$ cat config.mk
export PLATFORM = sky130hd
export DESIGN_NAME = snn_event_reader
export DESIGN_NICKNAME = d
export VERILOG_FILES = /design/src/rtl/snn_event_reader.sv
export SDC_FILE = /design/constraint.sdc
export NUM_CORES = 1
export LEC_CHECK = 0
export ABC_AREA = 1
export CORE_MARGIN = 2
export CORE_UTILIZATION = 45
export DETAILED_ROUTE_END_ITERATION = 16
export RECOVER_POWER = 50
export SLEW_MARGIN = 30
export SYNTH_ARGS = -nofsm -noshare
export SYNTH_HDL_FRONTEND = slang
export SYNTH_SLANG_ARGS = --single-unit
$ cat constraint.sdc
create_clock -name clock -period 3.15 [get_ports clock]
set_clock_uncertainty 0.2 [all_clocks]
set_input_delay 0.63 -clock clock [delete_from_list [all_inputs] [get_ports clock]]
set_output_delay 0.63 -clock clock [all_outputs]
set_load 0.02 [all_outputs]
$ cat src/rtl/snn_event_reader.sv
// Pops neuron addresses from the SNN output spike FIFO and counts spikes per neuron over a fixed window.
// At window end the counters are scanned and the most active neuron is reported.
//
// state   | meaning
// --------+-------------------------------------------------------------
// IDLE    | waiting for start; previous results and counters held
// COLLECT | window timer running, popping and counting FIFO events
// DRAIN   | one cycle so a pop from the last COLLECT cycle is captured
// SCAN    | one counter per cycle, running max (ties to lowest index)
// DONE    | results valid, done pulses, back to IDLE
module snn_event_reader #(
  parameter int NUM_NEURONS   = 16,
  parameter int ADDR_W        = 4,
  parameter int CNT_W         = 8,
  parameter int WINDOW_CYCLES = 1024
) (
  input  logic              clock,
  input  logic              reset_n,
  input  logic              snn_event_n,
  input  logic [ADDR_W-1:0] neuron_addr_in,
  output logic              snn_ren,
  input  logic              start,
  output logic              busy,
  output logic              done,
  output logic [ADDR_W-1:0] winner_addr,
  output logic [CNT_W-1:0]  winner_count,
  output logic              winner_valid,
  output logic [15:0]       total_events,
  input  logic [ADDR_W-1:0] count_rd_addr,
  output logic [CNT_W-1:0]  count_rd_data
);

  localparam int TIMER_W = (WINDOW_CYCLES > 2) ? $clog2(WINDOW_CYCLES) : 2;

  typedef enum logic [2:0] {IDLE, COLLECT, DRAIN, SCAN, DONE} state_t;

  state_t              state, state_nxt;
  logic [TIMER_W-1:0]  timer;
  logic                timer_tc;
  logic                cap_valid;
  logic                addr_ok;
  logic                ren_nxt;
  logic [CNT_W-1:0]    cnt [NUM_NEURONS];
  logic [ADDR_W-1:0]   scan_idx;
  logic                scan_last;
  logic [CNT_W-1:0]    scan_cur;
  logic                scan_gt;
  logic [CNT_W-1:0]    max_cnt;
  logic [ADDR_W-1:0]   max_addr;
  logic                start_acc;

  assign timer_tc  = (timer == TIMER_W'(WINDOW_CYCLES - 1));
  assign scan_last = (scan_idx == ADDR_W'(NUM_NEURONS - 1));
  assign scan_cur  = cnt[scan_idx];
  assign scan_gt   = (scan_cur > max_cnt);
  assign start_acc = (state == IDLE) && start;

  // Addresses beyond the neuron count can only occur when the address space is not full.
  if (NUM_NEURONS == (1 << ADDR_W)) begin : g_addr_full
    assign addr_ok = 1'b1;
  end else begin : g_addr_part
    assign addr_ok = ({1'b0, neuron_addr_in} < (ADDR_W + 1)'(NUM_NEURONS));
  end

  always_comb begin
    state_nxt = state;
    case (state)
      IDLE:    if (start) state_nxt = COLLECT;
      COLLECT: if (timer_tc) state_nxt = DRAIN;
      DRAIN:   state_nxt = SCAN;
      SCAN:    if (scan_last) state_nxt = DONE;
      DONE:    state_nxt = IDLE;
      default: state_nxt = IDLE;
    endcase
  end

  // At most one pop every other cycle, so the FIFO empty flag is current at each decision.
  assign ren_nxt = (state == COLLECT) && !timer_tc && !snn_event_n && !snn_ren;

  assign busy          = (state == COLLECT) || (state == DRAIN) || (state == SCAN);
  assign done          = (state == DONE);
  assign count_rd_data = cnt[count_rd_addr];

  always_ff @(posedge clock or negedge reset_n) begin
    if (!reset_n) begin
      state     <= IDLE;
      timer     <= '0;
      snn_ren   <= 1'b0;
      cap_valid <= 1'b0;
    end else begin
      state     <= state_nxt;
      snn_ren   <= ren_nxt;
      cap_valid <= snn_ren;
      if (start_acc) timer <= '0;
      else if (state == COLLECT) timer <= timer + 1'b1;
    end
  end

  always_ff @(posedge clock or negedge reset_n) begin
    if (!reset_n) begin
      for (int i = 0; i < NUM_NEURONS; i++) cnt[i] <= '0;
      total_events <= '0;
    end else if (start_acc) begin
      for (int i = 0; i < NUM_NEURONS; i++) cnt[i] <= '0;
      total_events <= '0;
    end else if (cap_valid && addr_ok) begin
      if (cnt[neuron_addr_in] != {CNT_W{1'b1}}) cnt[neuron_addr_in] <= cnt[neuron_addr_in] + 1'b1;
      if (total_events != 16'hFFFF) total_events <= total_events + 16'd1;
    end
  end

  always_ff @(posedge clock or negedge reset_n) begin
    if (!reset_n) begin
      scan_idx     <= '0;
      max_cnt      <= '0;
      max_addr     <= '0;
      winner_addr  <= '0;
      winner_count <= '0;
      winner_valid <= 1'b0;
    end else if (state == DRAIN) begin
      scan_idx <= '0;
      max_cnt  <= '0;
      max_addr <= '0;
    end else if (state == SCAN) begin
      scan_idx <= scan_idx + 1'b1;
      if (scan_gt) begin
        max_cnt  <= scan_cur;
        max_addr <= scan_idx;
      end
      if (scan_last) begin
        winner_addr  <= scan_gt ? scan_idx : max_addr;
        winner_count <= scan_gt ? scan_cur : max_cnt;
        winner_valid <= (total_events != 16'd0);
      end
    end
  end

endmodule

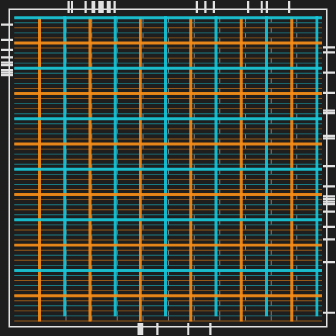
**Above:** floorplan with the power grid.
Pins as bars on the die edge. Tap cells in gray.
orange -> VSS
cyan -> VDD
tap cells = 341
met4 straps = 12
met1 rails = 61
rows = 60

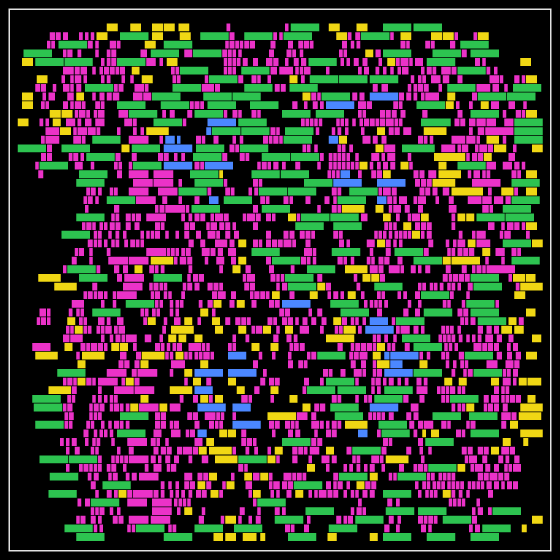
**Above:** cell classes on the final placement.
magenta -> combinational and other logic  # cells 1473, share of their area 50%
green -> sequential cells  # cells 188, share of their area 32%
yellow -> remaining buffers and delay cells  # cells 204, share of their area 14%
blue -> clock drivers and dummy loads  # cells 32, share of their area 3.9%
row cnt: 60
core area: 0.0270 mm2
fin util: 55.7%

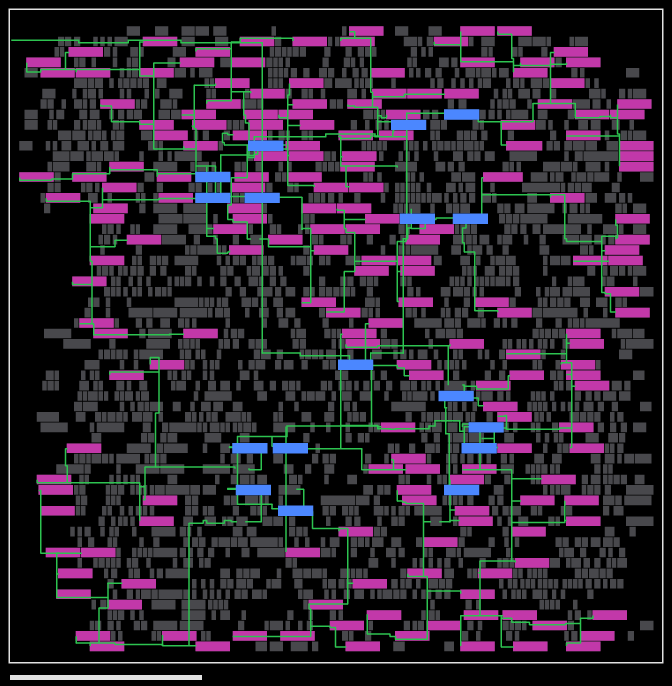
**Above:** routed clock nets over the placement.
Scale bar: 50 um.
magenta -> flip-flops  # count 188
blue -> clock drivers  # count 17
green -> clock wires  # length 2620 um
routed clock nets = 18

==> impl_metrics.csv <==
group,metric,value,unit
place,dp_cells,2192,
yosys,top_area_share,37.9,%
critical_path,arrival,3.30,ns
critical_path,timing.rr.start,"scan_idx[0]",
cells_and_area,lay_top_count,"nand2_1",
yosys,ys_warn_count,0,
yosys,ys_area,0.0124,mm2
worst_hold_path,whs_path_depth,0,
flow_run,maxCapViolations,1,
detailed_routing,drc,0,
clocking,clockRootBuffer,"clkbuf_16",
sta,fin_crit,3.17,ns
detailed_routing,drt-vias-per-instance,5.78,
sta,hold_ws,0.195,ns
critical_path,worst-path-stages,15,
yosys,synthCells,1764,
cells_and_area,clk_share,3.83,%
status,status,"finished with violations",
cells_and_area,nClkBuffers,18,
detailed_routing,topRoutingLayerUsed,"met4",
yosys,most_common_cell,"nand2_1",
detailed_routing,met3WireLength,3820,um
critical_path,path_max_fanout,13,
floorplan,die_area,0.0289,mm2
global_routing,track_usage,30.9,%
global_routing,grt_max_degree,61,
cells_and_area,largest_reg_flops,128,
critical_path,path_buffers,4,
floorplan,num_tap_cells,341,
status,violations,"capacitance limit, slew limit, setup timing",
sta,worst_slack,-0.0162,ns
sta,tns,-0.0323,ns
detailed_routing,dr_wl_met2,19700,um
clocking,cts_tree,"done",
floorplan,die_y,170,um
sta,slew_headroom,-19.8,%
sta,clock.fmax,316,MHz
sta,hold_viol_final,0,
place,portBuffers,51,
detailed_routing,drtIter0Drc,1427,
critical_path,cp_top_family,"simple AND/OR/NAND/NOR gates",
power_and_ir_drop,ir_drop,0.000489,V
clocking,clock.latency.late_pin,0.45,ns
cells_and_area,buf_share,13.5,%
power_and_ir_drop,power_leakage,0.00695,uW
power_and_ir_drop,finalPower,11700,uW
detailed_routing,vias,12900,
global_routing,grt_first_pass_wirelength,67800,um
global_routing,gr-usage-met3,4.14,%
critical_path,worst_setup_path_start_kind,"flip-flop",
place,hpwl,32500,um
sta,rsz0062_at_grt,"true",
critical_path,crit_path_end_kind,"flip-flop",
yosys,xor_share,0.413,%
sta,slew_viol_final,60,
cells_and_area,flops,188,
detailed_routing,routedWlPerCell,20.2,um
cells_and_area,layout_top_cells,"nand2_1 (589), dfrtp_1 (186), inv_1 (151)",
yosys,top_logic_kind,"simple AND/OR/NAND/NOR gates",
detailed_routing,dr.pass1.iters,6,
cells_and_area,comb_area_share,44.5,%
clocking,postCtsSetupRepairBufs,1,
cells_and_area,final-comb-area,0.00670,mm2
cells_and_area,design_area,0.0151,mm2
detailed_routing,drt-met1-wl,20300,um
critical_path,rr_endpoint,"winner_addr[1]",
floorplan,initial_core_util,45.9,%
sta,final-setup-viol-count,4,
sta,min_period_over_period,101,%
cells_and_area,syn_to_final_growth,21.4,%
Power figures rest on the tool's default switching activity, not on a simulated workload.
